[src/rtl/semaforo_ctrl_pkg.sv]
// Shared types and helpers for the traffic-light controller and its countdown timer.
package semaforo_ctrl_pkg;

  typedef enum logic [2:0] {
    INIT,
    VERDE,
    AMARELO,
    VERMELHO,
    NOTURNO
  } estado_t;

  // Reload value as seen by the timer: two BCD digits, tens first.
  typedef struct packed {
    logic [1:0] dez;
    logic [3:0] unid;
  } bcd_t;

  localparam int T_VERDE_DEF    = 29;
  localparam int T_AMARELO_DEF  = 5;
  localparam int T_VERMELHO_DEF = 20;
  localparam int T_CURTO_DEF    = 15;

  // Splits a duration in seconds (0..29) into BCD tens and units.
  function automatic bcd_t bcd_split(input int t);
    bcd_t r;
    r.dez  = 2'(t / 10);
    r.unid = 4'(t % 10);
    return r;
  endfunction

endpackage

[src/rtl/semaforo_ctrl_if.sv]
// Link between the phase controller (master) and the BCD countdown timer (slave).
interface semaforo_ctrl_if;
  logic       tick;
  logic       fim;
  logic       quinze;
  logic       carga;
  logic [1:0] dez_preset;
  logic [3:0] unid_preset;
  logic       caso_esp;

  modport master (
    input  tick, fim, quinze,
    output carga, dez_preset, unid_preset, caso_esp
  );

  modport slave (
    output tick, fim, quinze,
    input  carga, dez_preset, unid_preset, caso_esp
  );
endinterface

[src/rtl/semaforo_ctrl_ped_latch.sv]
// Pedestrian request latch plus the per-phase bookkeeping used to shorten green once.
module semaforo_ctrl_ped_latch (
  input  logic clock,
  input  logic reset,
  input  logic pedestre,
  input  logic quinze,
  input  logic limpa_pedido,
  input  logic inicio_fase,
  input  logic encurta,
  output logic pedido,
  output logic encurtado,
  output logic visto_quinze
);

  // Request is remembered until the pedestrians get their walk phase; clearing wins over a new press.
  always_ff @(posedge clock) begin
    if (reset) begin
      pedido <= 1'b0;
    end else if (limpa_pedido) begin
      pedido <= 1'b0;
    end else if (pedestre) begin
      pedido <= 1'b1;
    end
  end

  // Per-phase flags restart on every phase entry, but not on the shortening reload itself.
  always_ff @(posedge clock) begin
    if (reset) begin
      encurtado    <= 1'b0;
      visto_quinze <= 1'b0;
    end else if (inicio_fase) begin
      encurtado    <= 1'b0;
      visto_quinze <= 1'b0;
    end else begin
      if (encurta) encurtado <= 1'b1;
      if (quinze) visto_quinze <= 1'b1;
    end
  end

endmodule

[src/rtl/semaforo_ctrl.sv]
// Traffic-light phase controller driving the reload side of the BCD countdown timer.
module semaforo_ctrl
  import semaforo_ctrl_pkg::*;
#(
  parameter int T_VERDE    = T_VERDE_DEF,
  parameter int T_AMARELO  = T_AMARELO_DEF,
  parameter int T_VERMELHO = T_VERMELHO_DEF,
  parameter int T_CURTO    = T_CURTO_DEF
) (
  input  logic clock,
  input  logic reset,
  semaforo_ctrl_if.master tmr,
  input  logic pedestre,
  input  logic noturno,
  output logic verde,
  output logic amarelo,
  output logic vermelho,
  output logic ped_verde,
  output logic ped_vermelho
);

  localparam bcd_t P_VERDE    = bcd_split(T_VERDE);
  localparam bcd_t P_AMARELO  = bcd_split(T_AMARELO);
  localparam bcd_t P_VERMELHO = bcd_split(T_VERMELHO);
  localparam bcd_t P_CURTO    = bcd_split(T_CURTO);

  estado_t estado, estado_nx;
  logic    carga_q, carga_nx, caso_q;
  bcd_t    preset_q, preset_nx;
  logic    verde_nx, amarelo_nx, vermelho_nx, ped_verde_nx, ped_vermelho_nx;
  logic    armed, expira, encurta, inicio_fase, limpa_pedido;
  logic    pedido, encurtado, visto_quinze;

  assign tmr.carga       = carga_q;
  assign tmr.dez_preset  = preset_q.dez;
  assign tmr.unid_preset = preset_q.unid;
  assign tmr.caso_esp    = caso_q;

  assign inicio_fase  = carga_nx & ~encurta;
  assign limpa_pedido = ((estado_nx == VERMELHO) && (estado != VERMELHO))
                      || (estado_nx == NOTURNO) || (estado == NOTURNO);

  semaforo_ctrl_ped_latch u_ped_latch (
    .clock        (clock),
    .reset        (reset),
    .pedestre     (pedestre),
    .quinze       (tmr.quinze),
    .limpa_pedido (limpa_pedido),
    .inicio_fase  (inicio_fase),
    .encurta      (encurta),
    .pedido       (pedido),
    .encurtado    (encurtado),
    .visto_quinze (visto_quinze)
  );

  // Next phase and reload request; night mode overrides, expiry beats the pedestrian shortening.
  always_comb begin
    estado_nx = estado;
    carga_nx  = 1'b0;
    preset_nx = preset_q;
    encurta   = 1'b0;
    expira    = tmr.fim && armed;
    if (noturno) begin
      estado_nx = NOTURNO;
    end else begin
      case (estado)
        INIT: begin
          estado_nx = VERDE;
          carga_nx  = 1'b1;
          preset_nx = P_VERDE;
        end
        VERDE: begin
          if (expira) begin
            estado_nx = AMARELO;
            carga_nx  = 1'b1;
            preset_nx = P_AMARELO;
          end else if (pedido && armed && !encurtado && !visto_quinze && !tmr.quinze) begin
            carga_nx  = 1'b1;
            preset_nx = P_CURTO;
            encurta   = 1'b1;
          end
        end
        AMARELO: begin
          if (expira) begin
            estado_nx = VERMELHO;
            carga_nx  = 1'b1;
            preset_nx = P_VERMELHO;
          end
        end
        VERMELHO: begin
          if (expira) begin
            estado_nx = VERDE;
            carga_nx  = 1'b1;
            preset_nx = P_VERDE;
          end
        end
        NOTURNO: estado_nx = INIT;
        default: estado_nx = INIT;
      endcase
    end
  end

  // Lamp pattern of the phase being entered, so the registered lamps line up with the state.
  always_comb begin
    verde_nx        = 1'b0;
    amarelo_nx      = 1'b0;
    vermelho_nx     = 1'b0;
    ped_verde_nx    = 1'b0;
    ped_vermelho_nx = 1'b0;
    case (estado_nx)
      VERDE: begin
        verde_nx        = 1'b1;
        ped_vermelho_nx = 1'b1;
      end
      AMARELO: begin
        amarelo_nx      = 1'b1;
        ped_vermelho_nx = 1'b1;
      end
      VERMELHO: begin
        vermelho_nx  = 1'b1;
        ped_verde_nx = 1'b1;
      end
      NOTURNO: begin
        ped_vermelho_nx = 1'b1;
        if (estado != NOTURNO) amarelo_nx = 1'b1;
        else                   amarelo_nx = tmr.tick ? ~amarelo : amarelo;
      end
      default: begin
        vermelho_nx     = 1'b1;
        ped_vermelho_nx = 1'b1;
      end
    endcase
  end

  // State, outputs and the double-trigger guard; armed only rises once the timer has left zero.
  always_ff @(posedge clock) begin
    if (reset) begin
      estado       <= INIT;
      carga_q      <= 1'b0;
      preset_q     <= '0;
      caso_q       <= 1'b1;
      verde        <= 1'b0;
      amarelo      <= 1'b0;
      vermelho     <= 1'b1;
      ped_verde    <= 1'b0;
      ped_vermelho <= 1'b1;
      armed        <= 1'b0;
    end else begin
      estado       <= estado_nx;
      carga_q      <= carga_nx;
      preset_q     <= preset_nx;
      caso_q       <= 1'b1;
      verde        <= verde_nx;
      amarelo      <= amarelo_nx;
      vermelho     <= vermelho_nx;
      ped_verde    <= ped_verde_nx;
      ped_vermelho <= ped_vermelho_nx;
      if (carga_nx)      armed <= 1'b0;
      else if (!tmr.fim) armed <= 1'b1;
    end
  end

endmodule

[src/flat_wrapper.sv]
// flat-port wrapper written by rule: the top's interface ports become plain ports
module semaforo_ctrl_flat import semaforo_ctrl_pkg::*;
#(
  parameter int T_VERDE    = T_VERDE_DEF,
  parameter int T_AMARELO  = T_AMARELO_DEF,
  parameter int T_VERMELHO = T_VERMELHO_DEF,
  parameter int T_CURTO    = T_CURTO_DEF
)
  (clock, reset, pedestre, noturno, verde, amarelo, vermelho, ped_verde, ped_vermelho, tmr_tick, tmr_fim, tmr_quinze, tmr_carga, tmr_dez_preset, tmr_unid_preset, tmr_caso_esp);
  semaforo_ctrl_if tmr_i ();
  input  logic clock;
  input  logic reset;
  input  logic pedestre;
  input  logic noturno;
  output logic verde;
  output logic amarelo;
  output logic vermelho;
  output logic ped_verde;
  output logic ped_vermelho;
  input wire logic [$bits(tmr_i.tick)-1:0] tmr_tick;
  input wire logic [$bits(tmr_i.fim)-1:0] tmr_fim;
  input wire logic [$bits(tmr_i.quinze)-1:0] tmr_quinze;
  output wire logic [$bits(tmr_i.carga)-1:0] tmr_carga;
  output wire logic [$bits(tmr_i.dez_preset)-1:0] tmr_dez_preset;
  output wire logic [$bits(tmr_i.unid_preset)-1:0] tmr_unid_preset;
  output wire logic [$bits(tmr_i.caso_esp)-1:0] tmr_caso_esp;
  assign tmr_i.tick = tmr_tick;
  assign tmr_i.fim = tmr_fim;
  assign tmr_i.quinze = tmr_quinze;
  assign tmr_carga = tmr_i.carga;
  assign tmr_dez_preset = tmr_i.dez_preset;
  assign tmr_unid_preset = tmr_i.unid_preset;
  assign tmr_caso_esp = tmr_i.caso_esp;
  semaforo_ctrl #(.T_VERDE(T_VERDE), .T_AMARELO(T_AMARELO), .T_VERMELHO(T_VERMELHO), .T_CURTO(T_CURTO)) u_core (.clock(clock), .reset(reset), .tmr(tmr_i), .pedestre(pedestre), .noturno(noturno), .verde(verde), .amarelo(amarelo), .vermelho(vermelho), .ped_verde(ped_verde), .ped_vermelho(ped_vermelho));
endmodule
[config.mk]
export PLATFORM = sky130hd
export DESIGN_NAME = semaforo_ctrl_flat
export DESIGN_NICKNAME = d
export VERILOG_FILES = /design/src/rtl/semaforo_ctrl_pkg.sv /design/src/rtl/semaforo_ctrl_if.sv /design/src/rtl/semaforo_ctrl_ped_latch.sv /design/src/rtl/semaforo_ctrl.sv /design/src/flat_wrapper.sv
export SDC_FILE = /design/constraint.sdc
export NUM_CORES = 1
export LEC_CHECK = 0
export CELL_PAD_IN_SITES_DETAIL_PLACEMENT = 0
export CELL_PAD_IN_SITES_GLOBAL_PLACEMENT = 1
export CORE_UTILIZATION = 30
export CTS_BUF_LIST = sky130_fd_sc_hd__clkbuf_8
export CTS_CLUSTER_DIAMETER = 30
export DETAILED_ROUTE_END_ITERATION = 7
export PLACE_DENSITY = 0.71
export RECOVER_POWER = 50
export SLEW_MARGIN = 10
export SYNTH_ARGS = -nofsm -noshare
export SYNTH_HDL_FRONTEND = slang
export SYNTH_HIERARCHICAL = 1
export SYNTH_SLANG_ARGS = --single-unit
[constraint.sdc]
create_clock -name clock -period 2.45 [get_ports clock]
set_clock_uncertainty 0.1 [all_clocks]
set_input_delay 0.49 -clock clock [delete_from_list [all_inputs] [get_ports clock]]
set_output_delay 0.49 -clock clock [all_outputs]
set_load 0.1 [all_outputs]
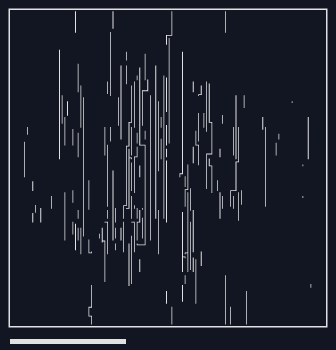
(run_1/layer_met2.png)
The bar under the picture is 20 um long.
share of all routed wire: 48%
nets with wire on the layer: 91
main direction: vertical
longest straight run: 26.2 um
met2 global-route usage: 0.201
Routed Wire Length: 1620 um

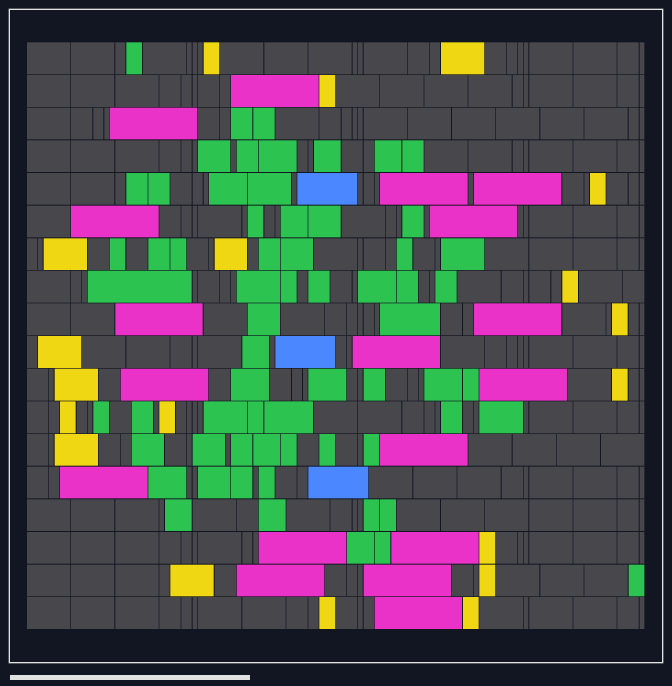
(run_1/placement_by_type.png)
The bar under the picture is 20 um long. Fill, decap, tap and diode cells in grey.
| class | colour | cells | share of their area |
|---|---|---|---|
| combinational and other logic | green | 64 | 44% |
| clock drivers | blue | 3 | 4.5% |
| remaining buffers and delay cells | yellow | 19 | 12% |
| sequential cells | magenta | 18 | 39% |
Placeable Area: 2520 um^2
final core utilization: 0.382
Rows: 18
Final Cell Area: 963 um^2
flop share of the area: 0.374

==> impl_metrics.ini, run 1 <==
; generated from flow reports
[logic_synthesis]
synth_dominant_cell_count = dfxtp_1
top_logic_kind = simple AND/OR/NAND/NOR gates
ff_type = dfxtp_1
mux_share = 0.0244
synth_area_um2 = 822
ys.flops = 18
yosysWarnings = 6
postSynthSeqShare = 0.438
largest_area_cell = dfxtp_1
synth.distinct_cells = 38
postSynthAreaPerCell_um2 = 9.13
synth-adder-area-share = 0

[power_and_ir_drop]
switching_share = 0.325
p_seq_w = 0.000320
finalPower_w = 0.000663
ir_worst_vdd_v = 0.000307
p_sw_w = 0.000216
pg_comb_w = 0.000141
seqPwrFrac = 0.483

[drt]
drt_iter0_markers = 7
routedWlPerCell_um = 12.1
ant_nets = 0
drt-met1-wl_um = 759
num_vias = 658
drc_errors = 0

[setup_path]
crit_type = reg -> out
rrSetupSlack_ps = 720
critical-path-max-stage-delay_ps = 870
cp-startpoint = u_core/amarelo$_SDFFE_PP0P_
crit_required_ps = 1860
critPathMaxFanout = 3
r2r_start = u_core/estado[1]$_SDFF_PP0_
cp_top_family = buffers and inverters
cp.buffers_inverters = 1

[finish]
non_clock_buffer_area_share = 0.117
comb_share = 0.419
clkbuf_count = 3
comb_area_um2 = 404
flops = 18

[timing]
min_period_ps = 2070
setup_viol_count_final = 0
rsz0062_at_grt = false
maxSlewViolCount = 0
worst_pin_slew_ps = 1170
tns_ps = 0

[floorplan]
taps = 30
dieHeight_um = 54.3
fp-utilization = 0.326
chipWidth_um = 54.3
die_area_um2 = 2950

[outcome]
outcome = complete, no violations

[global_routing]
grt_pass1_wl_um = 2730
top_usage_layer = met2
grt_start_max_net_pins = 13
met1_usage = 0.179
met3_usage = 0.0250
antenna_found_initial = 0
grt_usage = 0.133
grt_pass1_vias = 577

[placed_design]
io_buffers = 17
place_hpwl_um = 1190
gp_congestion = 0.735

[flow_run]
warnings = 26
cap_violations = 0

[clock_tree]
root_buffer = clkbuf_8
cts_buffers = 3
cts.sinks = 18
cts_tree = built
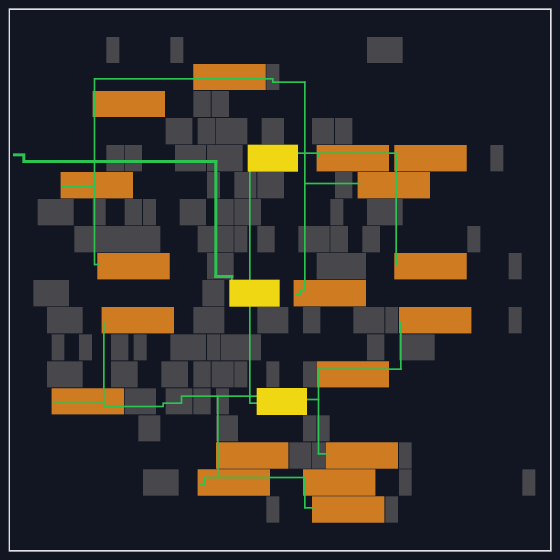
(run_1/clk_routes.png)
[clock wires] green | length: 240 um
[flip-flops] orange | count: 18
[clock drivers] yellow | count: 3
routed clock nets: 4
clk_lat worst skew: 250 ps
P_clk: 0.000202 W
Clock power frac: 0.304

run 1: stage by stage:
step | instances | setup slack, ps | hold slack (ps)
floorplan | 90 | 750 | 367
global placement | 131 | 261 | 348
detailed placement | 131 | 267 | 358
CTS | 134 | 527 | 367
global route | 134 | 313 | 401
finish | 134 | 381 | 362
run 1: placed cells by master, fill, tap and decap left out, types with 2 or more instances in the layout:
cell type        count
or2_1                2
clkdlybuf4s50_1      5
mux2i_1              2
nand2_1              3
clkbuf_1            12
a21oi_1              2
nor2_1              10
xnor2_1              2
o211a_1              2
clkbuf_8             3
inv_1                2
conb_1               2
nor2b_1              3
nor3_1               8
dfxtp_1             18
o21ai_0              6
run 1: tightest hold or removal path: stages (launching register included):
cell and delay (ps):
dfxtp_1 310, nand2_1 50, mux2i_1 50
--- run 2 (diff from run 1) ---
- clock period: 2.45 -> 2.11 ns (I/O delays scaled with it)
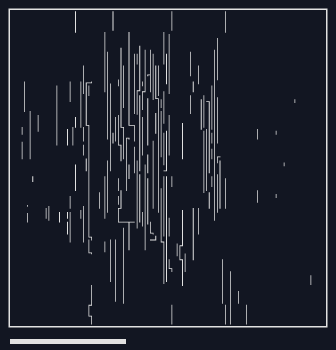
(run_2/layer_met2.png)
The bar under the picture is 20 um long.
nets with wire on the layer: 91
longest straight run: 29.2 um
main direction: vertical
wire length on this layer: 824 um
Routed Wire Length: 1680 um
met2 global-route usage: 0.220

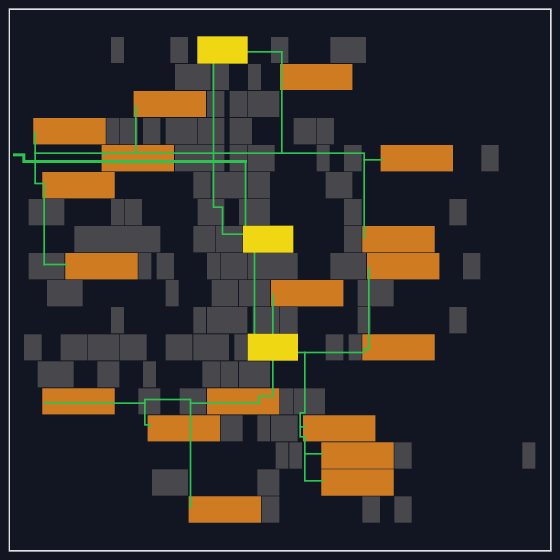
(run_2/clk_routes.png)
[flip-flops] orange | count: 18
[clock wires] green | length: 235 um
[clock drivers] yellow | count: 3
routed clock nets: 4
Clock power frac: 0.339
P_clk: 0.000280 W

==> impl_metrics.ini, run 2 <==
; generated from flow reports
[timing]
setup_viol_count_final = 0
rsz0062_at_grt = false
worst_pin_slew_ps = 541
tns_ps = 0
min_period_ps = 1840
setup_ws_ps = 269
timing.hold.ws_ps = 362
maxSlewViolCount = 0

[placed_design]
io_buffers = 17
dp_cells = 137
pre_cts_ws_ps = 7.21
gp_congestion = 0.728
place_hpwl_um = 1240

[setup_path]
cp-startpoint = tmr_fim
crit_required_ps = 2160
cp.buffers_inverters = 1
critPathMaxFanout = 6
crit_type = in -> reg
cp_num_cells = 5
cp_top_family = buffers and inverters
critical-path-max-stage-delay_ps = 590
r2r_start = u_core/estado[1]$_SDFF_PP0_
rrSetupSlack_ps = 420

[logic_synthesis]
top_logic_kind = simple AND/OR/NAND/NOR gates
postSynthAreaPerCell_um2 = 9.13
edf_count = 0
ys.flops = 18
top_cell_area_share = 0.438
mux_share = 0.0244
synth.distinct_cells = 38
synth-adder-area-share = 0
aoi_share = 0.170
ff_type = dfxtp_1
synth_dominant_cell_count = dfxtp_1
yosysWarnings = 6
largest_area_cell = dfxtp_1
synth_area_um2 = 822
postSynthSeqShare = 0.438

[power_and_ir_drop]
ir_worst_vdd_v = 0.000337
switching_share = 0.314
finalPower_w = 0.000828
p_sw_w = 0.000260
pwr-share-comb = 0.213
seqPwrFrac = 0.449

[flow_run]
cap_violations = 0
warnings = 26

[drt]
num_vias = 672
drc_errors = 0
drt_iter0_markers = 17
ant_nets = 0
routedWlPerCell_um = 11.9

[finish]
finish.instance_area_um2 = 1030
fin_nets = 119
fin_util = 0.409
mostFrequentLayoutCells = dfxtp_1 (18), clkbuf_2 (11), nor2_1 (10), nor3_1 (8)
comb_area_um2 = 404
instances_no_fill = 141
lay_top_count = dfxtp_1

[global_routing]
grt_pass1_vias = 646
antenna_found_initial = 0
grt_usage = 0.136
grt_start_max_net_pins = 13
grt_pass1_wl_um = 2810

[floorplan]
num_rows = 18
chipWidth_um = 54.3
fp-utilization = 0.326
dieHeight_um = 54.3
core_um2 = 2520
die_area_um2 = 2950

[clock_tree]
root_buffer = clkbuf_8
cts_tree = built
cts.sinks = 18
clkTransAtPathRegs_ps = 70
cts_buffers = 3
insertion_delay_ps = 250

[outcome]
outcome = complete, no violations

[hold_path]
min_to = u_core/tmr.unid_preset[3]$_SDFFE_PP0P_
==> run 2: power by group through the flow <==
stage	clock, W	sequential [W]	combinational, W
floorplan	0	0.000446	0.0000712
global placement	0	0.000379	0.000184
detailed placement	0	0.000379	0.000184
CTS	0.000292	0.000371	0.000185
global route	0.000305	0.000373	0.000187
finish	0.000280	0.000371	0.000176
==> run 2: final cells by class <==
cell class | count | area share
multi-input cells | 62 | 0.392
well taps | 30 | 0.0364
repair buffers | 25 | 0.162
clock buffers | 4 | 0.0533
flip-flops and latches | 18 | 0.349
inverters | 2 | 0.00727
==> run 2: routing by layer <==
metal	global-route usage	vias to the layer above	wire, um
met3	0.0333	0	68
li1	-	355	-
met4	0.0641	0	0
met2	0.220	13	824
met1	0.168	304	792
met5	0	-	0
Power is estimated from default activity; no workload was simulated.
